$ cat config.mk
export PLATFORM = sky130hd
export DESIGN_NAME = uart_wb_poller
export DESIGN_NICKNAME = d
export VERILOG_FILES = /design/src/rtl/uart_wb_poller.sv
export SDC_FILE = /design/constraint.sdc
export NUM_CORES = 1
export LEC_CHECK = 0
export CAP_MARGIN = 15
export CORE_UTILIZATION = 35
export CTS_CLUSTER_SIZE = 20
export DETAILED_ROUTE_END_ITERATION = 8
export HOLD_SLACK_MARGIN = 0.06
export PLACE_DENSITY = 0.61
export SETUP_SLACK_MARGIN = 0.05
export SLEW_MARGIN = 20
export SYNTH_ARGS = -nofsm -noshare
export SYNTH_HDL_FRONTEND = slang
export SYNTH_SLANG_ARGS = --single-unit
$ cat constraint.sdc
create_clock -name clk_i -period 2.8 [get_ports clk_i]
set_input_delay 0.56 -clock clk_i [delete_from_list [all_inputs] [get_ports clk_i]]
set_output_delay 0.56 -clock clk_i [all_outputs]
set_load 0.01 [all_outputs]
$ cat src/rtl/uart_wb_poller.sv
// Wishbone master that polls a UART status register, drains a TX FIFO into the data register
// and (with UART_POLL_RX_EN defined) moves received bytes into a one-byte holding register.
module uart_wb_poller #(
  parameter logic [31:0] UART_BASE  = 32'h1000_0000,
  parameter int          TX_DEPTH   = 16,
  parameter int          POLL_GAP   = 8,
  parameter int          WB_TIMEOUT = 255
) (
  input  logic        clk_i,
  input  logic        rst_ni,
  input  logic [7:0]  tx_data_i,
  input  logic        tx_valid_i,
  output logic        tx_ready_o,
  output logic [7:0]  rx_data_o,
  output logic        rx_valid_o,
  input  logic        rx_ready_i,
  output logic        tx_empty_o,
  output logic        err_o,
  output logic [31:0] wb_adr_o,
  output logic [31:0] wb_dat_o,
  input  logic [31:0] wb_dat_i,
  output logic        wb_we_o,
  output logic [3:0]  wb_sel_o,
  output logic        wb_stb_o,
  output logic        wb_cyc_o,
  input  logic        wb_ack_i
);

  localparam int AW = $clog2(TX_DEPTH);
  localparam int GW = $clog2(POLL_GAP + 2);
  localparam int TW = $clog2(WB_TIMEOUT + 1);
`ifdef UART_POLL_RX_EN
  localparam bit RX_EN = 1'b1;
`else
  localparam bit RX_EN = 1'b0;
`endif

  typedef enum logic [1:0] {IDLE, POLL, TX_WR, RX_RD} state_e;

  state_e          state_q, state_d;
  logic [GW-1:0]   gap_q, gap_d;
  logic [TW-1:0]   to_q, to_d;
  logic [AW-1:0]   wr_ptr_q, rd_ptr_q;
  logic [AW:0]     cnt_q, cnt_d;
  logic [7:0]      mem_q [TX_DEPTH];
  logic            stb_q, stb_d, we_q, we_d;
  logic [31:0]     adr_q, adr_d, dat_q, dat_d;
  logic [3:0]      sel_q, sel_d;
  logic            rx_valid_q, rx_valid_d;
  logic [7:0]      rx_data_q, rx_data_d;
  logic            err_q, err_d;
  logic            tx_ready_q, tx_ready_d, tx_empty_q, tx_empty_d;
  logic            push, pop, fifo_ne;
  logic [7:0]      status;

  assign push    = tx_valid_i & tx_ready_q;
  assign fifo_ne = (cnt_q != '0);
  assign status  = wb_dat_i[15:8];

  always_comb begin
    state_d    = state_q;
    gap_d      = gap_q;
    to_d       = to_q;
    stb_d      = stb_q;
    we_d       = we_q;
    adr_d      = adr_q;
    dat_d      = dat_q;
    sel_d      = sel_q;
    rx_valid_d = rx_valid_q;
    rx_data_d  = rx_data_q;
    err_d      = 1'b0;
    pop        = 1'b0;
    if (RX_EN && rx_valid_q && rx_ready_i) rx_valid_d = 1'b0;
    case (state_q)
      IDLE: begin
        if (gap_q != '0) begin
          gap_d = gap_q - GW'(1);
        end else if (fifo_ne || (RX_EN && !rx_valid_q)) begin
          state_d = POLL;
          stb_d   = 1'b1;
          to_d    = '0;
          adr_d   = UART_BASE + 32'd5;
          sel_d   = 4'b0010;
          we_d    = 1'b0;
          dat_d   = '0;
        end
      end
      default: begin
        if (!stb_q) begin
          // Data phases start one cycle after the status ack so stb is seen low between transfers.
          stb_d = 1'b1;
          to_d  = '0;
          adr_d = UART_BASE;
          sel_d = 4'b0001;
          we_d  = (state_q == TX_WR);
          dat_d = (state_q == TX_WR) ? {24'h0, mem_q[rd_ptr_q]} : 32'h0;
        end else if (wb_ack_i) begin
          stb_d   = 1'b0;
          adr_d   = '0;
          sel_d   = '0;
          we_d    = 1'b0;
          dat_d   = '0;
          state_d = IDLE;
          gap_d   = '0;
          case (state_q)
            POLL: begin
              if (RX_EN && status[0] && !rx_valid_q) state_d = RX_RD;
              else if (status[5] && fifo_ne)         state_d = TX_WR;
              else                                   gap_d   = GW'(POLL_GAP);
            end
            TX_WR: pop = 1'b1;
            default: begin
              rx_data_d  = wb_dat_i[7:0];
              rx_valid_d = 1'b1;
            end
          endcase
        end else if (to_q == TW'(WB_TIMEOUT - 1)) begin
          stb_d   = 1'b0;
          adr_d   = '0;
          sel_d   = '0;
          we_d    = 1'b0;
          dat_d   = '0;
          err_d   = 1'b1;
          state_d = IDLE;
          gap_d   = GW'(POLL_GAP);
        end else begin
          to_d = to_q + TW'(1);
        end
      end
    endcase
    case ({push, pop})
      2'b10:   cnt_d = cnt_q + 1'b1;
      2'b01:   cnt_d = cnt_q - 1'b1;
      default: cnt_d = cnt_q;
    endcase
    tx_ready_d = (cnt_d != (AW+1)'(TX_DEPTH));
    tx_empty_d = (cnt_d == '0) && (state_d != TX_WR);
  end

  always_ff @(posedge clk_i) begin
    if (!rst_ni) begin
      state_q    <= IDLE;
      gap_q      <= '0;
      to_q       <= '0;
      wr_ptr_q   <= '0;
      rd_ptr_q   <= '0;
      cnt_q      <= '0;
      stb_q      <= 1'b0;
      we_q       <= 1'b0;
      adr_q      <= '0;
      dat_q      <= '0;
      sel_q      <= '0;
      rx_valid_q <= 1'b0;
      rx_data_q  <= '0;
      err_q      <= 1'b0;
      tx_ready_q <= 1'b1;
      tx_empty_q <= 1'b1;
    end else begin
      state_q    <= state_d;
      gap_q      <= gap_d;
      to_q       <= to_d;
      cnt_q      <= cnt_d;
      stb_q      <= stb_d;
      we_q       <= we_d;
      adr_q      <= adr_d;
      dat_q      <= dat_d;
      sel_q      <= sel_d;
      rx_valid_q <= rx_valid_d;
      rx_data_q  <= rx_data_d;
      err_q      <= err_d;
      tx_ready_q <= tx_ready_d;
      tx_empty_q <= tx_empty_d;
      if (push) wr_ptr_q <= wr_ptr_q + AW'(1);
      if (pop)  rd_ptr_q <= rd_ptr_q + AW'(1);
    end
  end

  always_ff @(posedge clk_i) begin
    if (push) mem_q[wr_ptr_q] <= tx_data_i;
  end

  logic unused_in;
  assign unused_in = ^{wb_dat_i, rx_ready_i};

  assign tx_ready_o = tx_ready_q;
  assign tx_empty_o = tx_empty_q;
  assign rx_data_o  = rx_data_q;
  assign rx_valid_o = rx_valid_q;
  assign err_o      = err_q;
  assign wb_adr_o   = adr_q;
  assign wb_dat_o   = dat_q;
  assign wb_we_o    = we_q;
  assign wb_sel_o   = sel_q;
  assign wb_stb_o   = stb_q;
  assign wb_cyc_o   = stb_q;

endmodule

==> results.py, run 1 <==
# Generated from Yosys and OpenROAD reports
metrics = {
    "global_routing": {
        "grt_pass1_wl_um": 23300,
        "globalRouteOverflowTotal": 0,
        "antenna_found_initial": 0,
    },
    "cts": {
        "cts_setup_buffers": 0,
        "path_clk_slew_ns": 0.07,
        "cts_sinks": 184,
        "h-tree-depth": 4,
        "hold_buffers": 0,
    },
    "final_layout": {
        "area_growth_syn_to_layout_pct": 17.2,
        "multiInputGateArea_mm2": 0.00257,
        "regArea_mm2": 0.00496,
    },
    "yosys": {
        "synth.most_common_cell": "edfxtp_1",
        "yosys.area_share.aoi_pct": 5.24,
        "ys_sh_simple_pct": 7.80,
        "ys.flops": 184,
        "ys_chip_area_mm2": 0.00792,
        "synthAdderAreaFrac_pct": 1.90,
        "syn_area_mm2": 0.00792,
        "syn_avg_cell_area_um2": 14.7,
        "synth_cells": 539,
        "synthTopLogicFamily": "multiplexers",
    },
    "critical_path": {
        "critical_path_class": "in2reg",
        "startpoint_type": "input port",
        "crit_start": "tx_valid_i",
        "crit-reg2reg-launch": "state_q[0]",
    },
    "outcome": {
        "violations": "design-rule violations",
        "outcome": "finished, violations left",
    },
    "placed_design": {
        "dp_cells": 871,
        "place.gp.congestion": 0.851,
    },
    "die": {
        "fp_util_pct": 36.0,
        "core-area_mm2": 0.0220,
    },
    "route": {
        "detail_route.iter0.violations": 259,
        "drc": 13,
    },
    "timing": {
        "slew_violations": 0,
        "finalCritPeriodShare_pct": 90.1,
        "setup_viol": 0,
        "setup_tns_ns": 0,
        "max_freq_ghz": 0.396,
    },
    "min_path": {
        "hp-start": "rx_data_o[6]",
    },
}
==> run 1: flip-flops by register name, summed over array words and instances (netlist names), 2 cells and up, named ones only <==
name and count:
cnt_q 5, gap_q 4, mem_q 128, rd_ptr_q 4, rx_data_o 8, state_q 2
to_q 8, wb_adr_o 2, wb_dat_o 8, wr_ptr_q 4
==> run 1: cell usage in the layout, fill, tap and decap left out, types with 5 or more instances in the layout <==
cell type        Yosys  routed
nand2b_1             5       5
clkbuf_16            0      17
ha_1                12      12
a32o_1               9       9
mux4_2               8       8
mux4_1              32      32
conb_1               1      55
and2_1               5       5
buf_4               58      29
xor2_1               8       8
nor3_1              11      11
a21oi_1             23      22
dfxtp_1             56      56
o21ai_0              7       7
inv_1               12      12
nand2_1             38      38
nor2_1              46      45
nand3_1              5       5
clkdlybuf4s50_1      0      48
edfxtp_1           128     128
==> run 1: logic make-up (layout without fill, tap and decap cells) <==
| group | after synthesis | count (layout) |
|---|---|---|
| AND-OR/OR-AND | 61 | 61 |
| XOR/XNOR | 12 | 12 |
| adder cells (fa/ha/maj) | 12 | 12 |
| buffers and inverters | 92 | 122 |
| flip-flops | 184 | 184 |
| multiplexers | 44 | 44 |
| other | 1 | 55 |
| AND/OR/NAND/NOR | 133 | 133 |
==> run 1: through the flow <==
step | cell area (um2) | setup slack [ns] | power, W
after global routing | 9280 | 0.116 | 0.00645
after CTS | 9270 | 0.285 | 0.00627
after floorplan | 8130 | 0.101 | 0.00354
after global placement | 8630 | -0.110 | 0.00367
final | 9280 | 0.277 | 0.00620
after detailed placement | 8630 | -0.177 | 0.00370
==> run 1: metal layers <==
metal,vias to the layer above,track usage (%),share of wire (%)
li1,2083,-,-
met5,-,0,0
met2,141,22.2,50
met1,2159,16.3,44
met3,10,3.33,4.8
met4,0,4.23,0.79
==> run 1: worst paths after layout <==
check                       to  slack, ns  depth (start not counted)
setup / recovery    tx_empty_o       0.28                         11
hold / removal    rx_data_o[6]       0.46                          2
hold reg to reg   rx_data_o[6]       0.46                          2
setup reg to reg    tx_empty_o       0.43                         10
==> run 1: cell type report <==
class	instances	share of cell area [%]
Tap cell	280	3.77
Timing Repair Buffer	78	7.74
Clock inverter	15	2.28
Sequential cell	184	53.5
Inverter	12	0.485
Multi-Input combinational cell	317	27.6
Clock buffer	17	4.58
==> run 1: where the power goes <==
group | switching (W) | leakage (nW) | internal [W]
combinational | 0.000351 | 1.31 | 0.000247
sequential | 0.0000602 | 1.61 | 0.00298
clock | 0.00104 | 0.314 | 0.00152
total | 0.00145 | 3.24 | 0.00475
==> run 1: worst max-delay path, cell delays in order <==
cell,delay [ns]
clkdlybuf4s50_1,0.46
and2_1,0.18
inv_1,0.07
buf_4,0.15
ha_1,0.37
inv_1,0.09
buf_4,0.14
o211a_1,0.13
o21a_1,0.19
o41ai_1,0.33
and3b_1,0.20
**Run 1: clock wires, drivers and flops**

The bar under the picture is 50 um long.
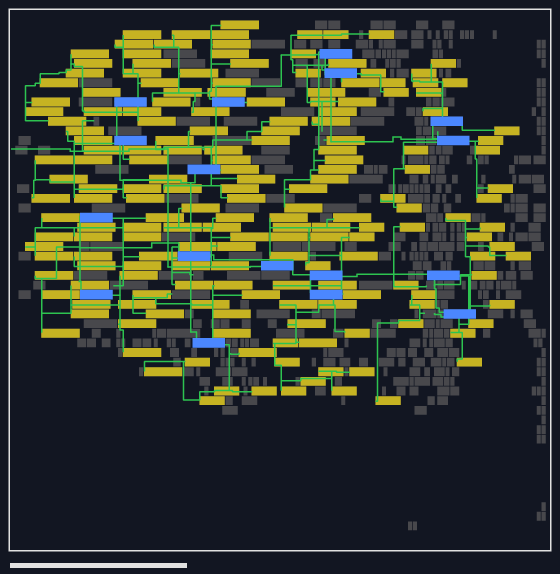
Key: blue = cells driving clock nets [count 17]; green = clock wires [length 1960 um]; yellow = flip-flops [count 184]
There are 18 routed clock nets.
final clock skew: 0.00800 ns
Clock power frac: 41.3%

**Run 1: metal layers overlaid**

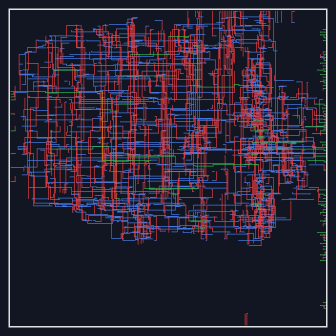
Key: red = met2 [wire length 7250 um]; green = met3 [wire length 695 um]; blue = met1 [wire length 6310 um]; orange = met4 [wire length 114 um]
final WL: 14400 um
WL/cell: 15.9 um
GRT Util Overall: 13.1%
Vias: 4393

**Run 1: I/O nets highlighted**

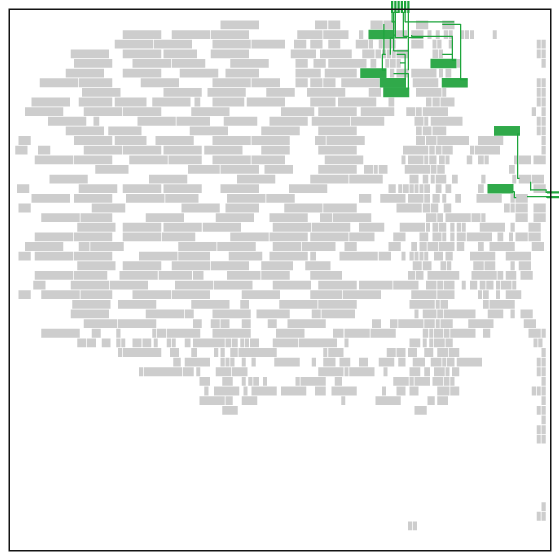
Key: green = rx_data_o [bits 8, direction output, edge 6 top, 2 right, end cells 8, buffers 8, wire 194 um]
top-level port count: 128
I/O Buffers: 48

**Run 1: clock wiring as the flow saved it**

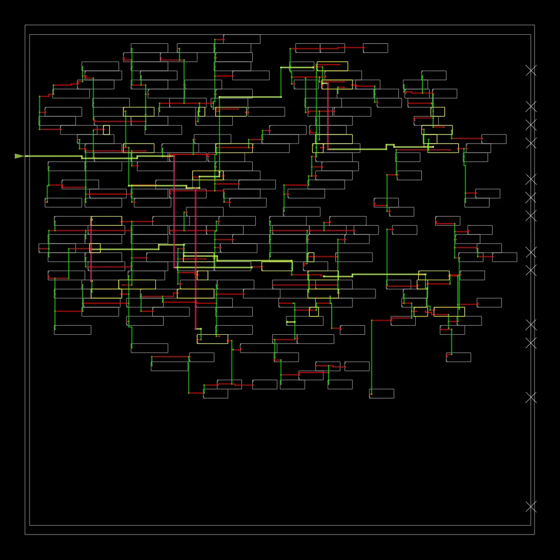
Num CTS Buffers: 17
P_clk: 0.00256 W
registers: 184
Late-Pin Clk Latency: 0.43 ns

**Run 1: gate-type map**

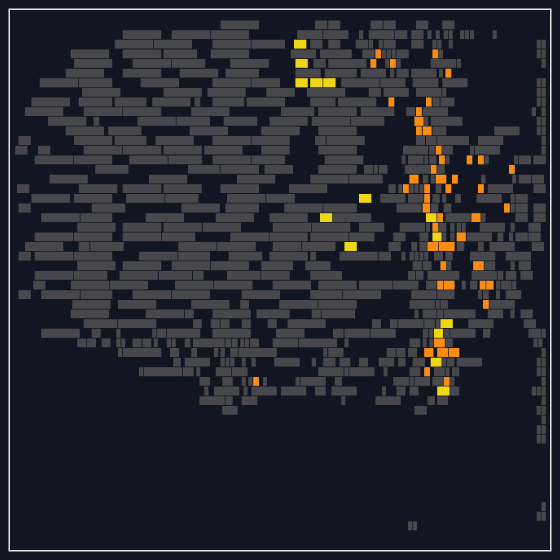

--- run 2 (diff from run 1) ---
Settings changed: CELL_PAD_IN_SITES_DETAIL_PLACEMENT from default to 1, CELL_PAD_IN_SITES_GLOBAL_PLACEMENT from default to 1, MAX_ROUTING_LAYER from default to met4, PLACE_DENSITY 0.61 to 0.71.
**Run 2: gate-type map**

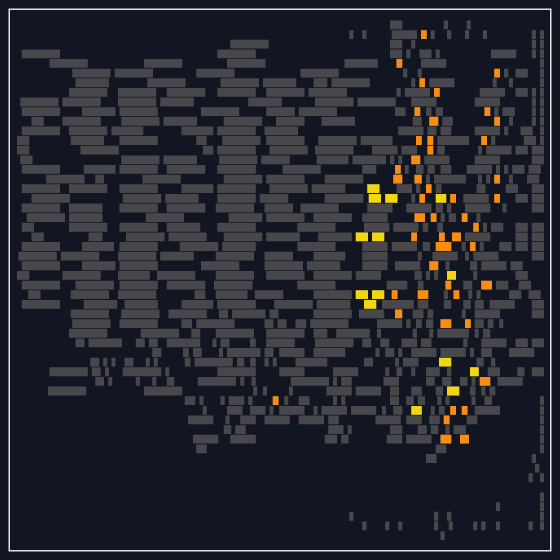
Key: orange = inverting AOI/OAI gates [cells 47, most used a21oi_1]; yellow = AND-OR and OR-AND gates [cells 14, most used a32o_1]

**Run 2: I/O nets highlighted**

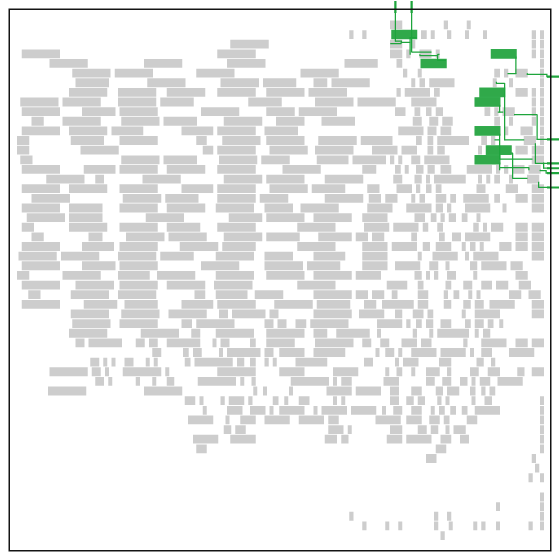
Key: green = rx_data_o [bits 8, direction output, edge 6 right, 2 top, end cells 8, buffers 8, wire 169 um]

==> run 2 against run 1 <==
Against the previous run:
- the run still ends with design-rule violations left
- wire length grew 7.7%
- critical path depth decreased by 1
- register-to-register slack got worse by 0.08 ns
- cell count is the same
- critical path type unchanged
==> results.py, run 2 <==
# Generated from Yosys and OpenROAD reports
metrics = {
    "route": {
        "drc": 15,
        "drt_wl_total_um": 15500,
        "wl_per_cell_um": 17.1,
        "vias": 4434,
        "detail_route.iter0.violations": 181,
    },
    "timing": {
        "slew_violations": 0,
        "tightest_slew_ns": 0.695,
        "setup_viol": 0,
        "max_freq_ghz": 0.397,
        "setup_tns_ns": 0,
    },
    "run": {
        "tool_warnings": 56,
    },
    "cts": {
        "clk-insertion-delay-late_ns": 0.43,
        "cts_sinks": 184,
        "path_clk_slew_ns": 0.07,
        "hold_buffers": 0,
        "cts_buffers": 17,
    },
    "yosys": {
        "ys_sh_simple_pct": 7.80,
        "yosysTopAreaCellShare_pct": 48.5,
        "ys.flops": 184,
        "synthAdderAreaFrac_pct": 1.90,
        "ys_chip_area_mm2": 0.00792,
        "syn_area_mm2": 0.00792,
        "synth_cells": 539,
        "synth.most_common_cell": "edfxtp_1",
        "synthTopLogicFamily": "multiplexers",
        "yosys.area_share.aoi_pct": 5.24,
        "yosysUniqueCellTypes": 50,
        "syn_avg_cell_area_um2": 14.7,
    },
    "die": {
        "core-area_mm2": 0.0220,
        "fp_util_pct": 36.0,
    },
    "critical_path": {
        "startpoint_type": "input port",
        "critical_path_class": "in2reg",
    },
    "final_layout": {
        "largest_reg_flops": 128,
        "area_growth_syn_to_layout_pct": 16.5,
        "filler_cell_count": 2262,
        "layout_top_cells": "128 x edfxtp_1, 56 x dfxtp_1, 55 x conb_1",
        "top_register": "mem_q",
        "mostFrequentLayoutCell": "edfxtp_1",
        "nets": 667,
    },
    "global_routing": {
        "globalRouteOverflowTotal": 0,
        "grt_pass1_wl_um": 25000,
    },
    "placed_design": {
        "place.port_buffers": 48,
        "place.gp.congestion": 0.858,
    },
    "outcome": {
        "outcome": "finished, violations left",
        "violations": "design-rule violations",
    },
}
**Run 2: metal layers overlaid**

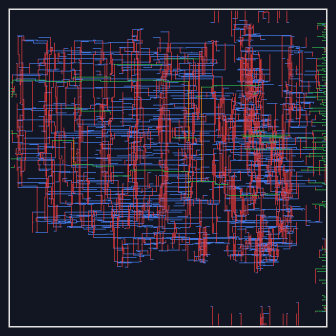
Key: red = met2 [wire length 7710 um]; green = met3 [wire length 693 um]; orange = met4 [wire length 97.9 um]; blue = met1 [wire length 6970 um]

run 2: logic make-up (layout without fill, tap and decap cells):
logic type / count (synthesis) / in the layout
flops: 184 / 184
simple gates: 133 / 133
mux: 44 / 44
other cells: 1 / 55
compound gates: 61 / 61
fa+ha+maj: 12 / 12
buf+inv: 92 / 122
xor+xnor: 12 / 12
run 2: area by class of cell:
class	count	area (um2)	area share (%)
Clock buffer	17	425	4.61
Clock inverter	15	171	1.86
Inverter	12	45.0	0.488
Multi-Input combinational cell	317	2560	27.7
Sequential cell	184	4960	53.8
Tap cell	280	350	3.80
Timing Repair Buffer	78	718	7.78
run 2: worst paths after layout:
kind | startpoint | to | slack, ns | cells past startpoint
worst min register to register | rx_data_o[1] | rx_data_o[1] | 0.46 | 2
worst min-delay path | rx_data_o[1] | rx_data_o[1] | 0.46 | 2
worst max register to register | state_q[1] | tx_empty_o | 0.35 | 9
worst max-delay path | wb_ack_i | tx_empty_o | 0.28 | 10
run 2: power breakdown:
part	internal, W	leakage [nW]	total [W]	switching [W]
Sequential	0.00298	1.61	0.00305	0.0000636
Clock	0.00128	0.292	0.00239	0.00111
Combinational	0.000247	1.31	0.000614	0.000368
Total	0.00451	3.21	0.00605	0.00154
run 2: worst max-delay path: stages:
cell	delay, ns
clkdlybuf4s50_1	0.50
nand2_1	0.08
nor2_1	0.18
buf_4	0.18
ha_1	0.25
xor2_1	0.26
a32oi_1	0.10
a21oi_1	0.23
mux2i_1	0.28
and3b_1	0.21
run 2: per-stage QoR:
stage	instance area, um2	power (W)	setup WS [ns]	hold WS, ns	cells
6_report	9230	0.00605	0.281	0.460	903
5_1_grt	9230	0.00629	0.0715	0.485	903
4_1_cts	9230	0.00611	0.255	0.464	903
3_5_place_dp	8630	0.00371	-0.198	0.453	871
3_3_place_gp	8630	0.00368	-0.198	0.442	871
2_1_floorplan	8130	0.00354	0.101	0.423	593
run 2: metal layers:
layer / share of wire [%] / routed length [um] / track usage, % / vias up
met5: 0 / 0 / - / -
met4: 0.63 / 97 / 3.94 / 0
met3: 4.5 / 692 / 3.50 / 11
met2: 50 / 7710 / 24.0 / 121
met1: 45 / 6970 / 17.5 / 2229
li1: - / - / - / 2073
**Run 2: clock wiring as the flow saved it**

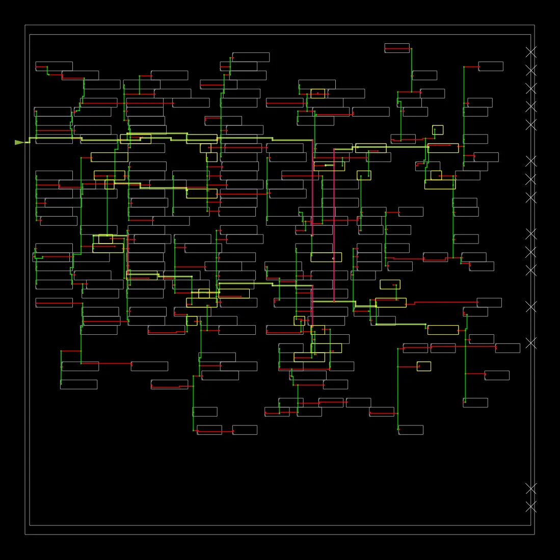

--- run 3 (diff from run 2) ---
Settings changed: RECOVER_POWER from default to 100.
**Run 3: clock wiring as the flow saved it**

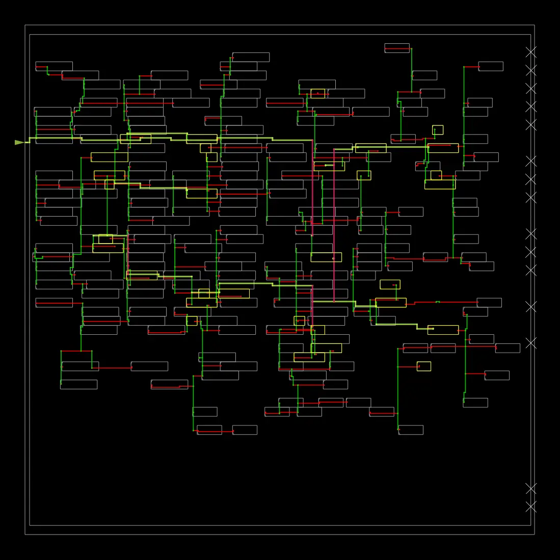
Layout clock buffers: 17
P_clk: 0.00239 W
Clock Sinks: 184
final clock skew: 0.0122 ns

**Run 3: gate-type map**

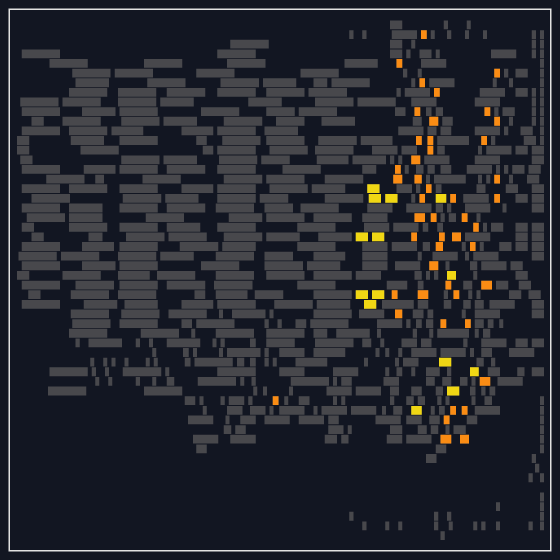
Key: yellow = AND-OR and OR-AND gates [cells 14, most used a32o_1]; orange = inverting AOI/OAI gates [cells 47, most used a21oi_1]
most frequent logic cell in the layout: edfxtp_1
Final Non-Filler Cells: 903
multi-input logic portion of the cell area: 27.8%

==> run 3 against run 2 <==
Against the previous run:
- the run still ends with design-rule violations left
- clock power about the same
- sequential share of layout area up 0.50 points
- total power down 0.51%
- highest routed layer unchanged
==> results.py, run 3 <==
# Generated from Yosys and OpenROAD reports
metrics = {
    "final_layout": {
        "largest_reg_flops": 128,
        "layout_top_cells": "128 x edfxtp_1, 56 x dfxtp_1, 55 x conb_1",
        "nets": 667,
    },
    "outcome": {
        "violations": "design-rule violations",
        "outcome": "finished, violations left",
    },
    "min_path": {
        "holdPathStages": 2,
        "hp-start": "rx_data_o[1]",
    },
    "die": {
        "ios": 128,
        "core-area_mm2": 0.0220,
        "fp_util_pct": 36.0,
    },
    "run": {
        "tool_warnings": 56,
    },
    "route": {
        "drc": 15,
        "detail_route.iter0.violations": 195,
    },
    "yosys": {
        "synthAdderAreaFrac_pct": 1.90,
        "yosysUniqueCellTypes": 50,
        "ys_chip_area_mm2": 0.00792,
        "ys.flops": 184,
        "synth_cells": 539,
        "synth.most_common_cell": "edfxtp_1",
        "ys_sh_simple_pct": 7.80,
    },
    "timing": {
        "setup_viol": 0,
        "tightest_slew_ns": 1.05,
        "slew_violations": 0,
        "finalCritPeriodShare_pct": 90.9,
    },
    "global_routing": {
        "globalRouteOverflowTotal": 0,
        "antenna_found_initial": 0,
        "grt_pass1_wl_um": 25000,
        "met1_usage_pct": 17.5,
    },
    "critical_path": {
        "rr_worst_depth": 9,
        "r2r_end": "tx_empty_o",
        "rrSetupSlack_ns": 0.35,
    },
    "cts": {
        "cts_buffers": 17,
        "hold_buffers": 0,
        "clk-insertion-delay-late_ns": 0.43,
    },
    "placed_design": {
        "place.gp.congestion": 0.858,
        "dp_cells": 871,
    },
}
**Run 3: metal layers overlaid**

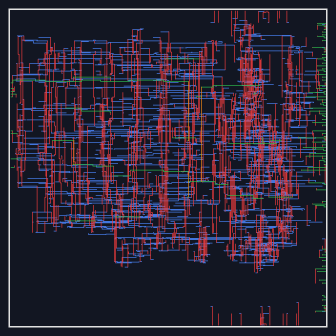
final WL: 15400 um
Vias: 4425
GRT Util Overall: 14.4%
WL/cell: 17.1 um

[run 3: how the worst max path moves through the flow]
stage / from / to / slack, ns
2_1_floorplan: tx_valid_i / tx_empty_o / 0.10
3_3_place_gp: wb_ack_i / tx_empty_o / -0.20
3_5_place_dp: wb_ack_i / tx_empty_o / -0.20
4_1_cts: wb_ack_i / tx_empty_o / 0.25
5_1_grt: tx_valid_i / tx_empty_o / 0.05
6_report: tx_valid_i / tx_empty_o / 0.25
[run 3: cell type report]
type	count	share of cell area, %
Timing Repair Buffer	78	7.03
Sequential cell	184	54.3
Clock buffer	17	4.65
Inverter	12	0.492
Clock inverter	15	1.87
Multi-Input combinational cell	317	27.8
Tap cell	280	3.83
[run 3: cells by family (layout without fill, tap and decap cells)]
group           Yosys count  after routing
compound gates           61             61
xor+xnor                 12             12
fa+ha+maj                12             12
buf+inv                  92            122
flops                   184            184
mux                      44             44
other cells               1             55
simple gates            133            133
[run 3: metal layers]
metal,share of wire (%),vias to the layer above
met5,0,-
met1,45,2221
li1,-,2076
met3,4.2,11
met4,0.63,0
met2,50,117
[run 3: critical path, cell delays in order]
cell,delay [ns]
clkdlybuf4s50_1,0.45
and2_0,0.19
inv_1,0.08
ha_1,0.22
xor2_1,0.15
ha_1,0.21
a21oi_1,0.17
mux2i_1,0.24
xnor2_1,0.12
o41ai_1,0.31
and3b_1,0.20
[run 3: metrics by stage]
stage / hold slack (ns) / area (um2) / TNS, ns / setup slack, ns
finish: 0.458 / 9150 / 0 / 0.254
global route: 0.483 / 9150 / 0 / 0.0530
CTS: 0.464 / 9230 / 0 / 0.255
detailed placement: 0.453 / 8630 / -0.307 / -0.198
global placement: 0.442 / 8630 / -0.259 / -0.198
floorplan: 0.423 / 8130 / 0 / 0.101
[run 3: where the power goes]
part | switching [W] | internal (W) | leakage (nW) | total, W
sequential | 0.0000615 | 0.00298 | 1.61 | 0.00304
clock | 0.00111 | 0.00128 | 0.292 | 0.00239
combinational | 0.000361 | 0.000219 | 1.31 | 0.000580
total | 0.00153 | 0.00448 | 3.21 | 0.00602
No activity file was given, so power comes from the tool's default toggle rates.
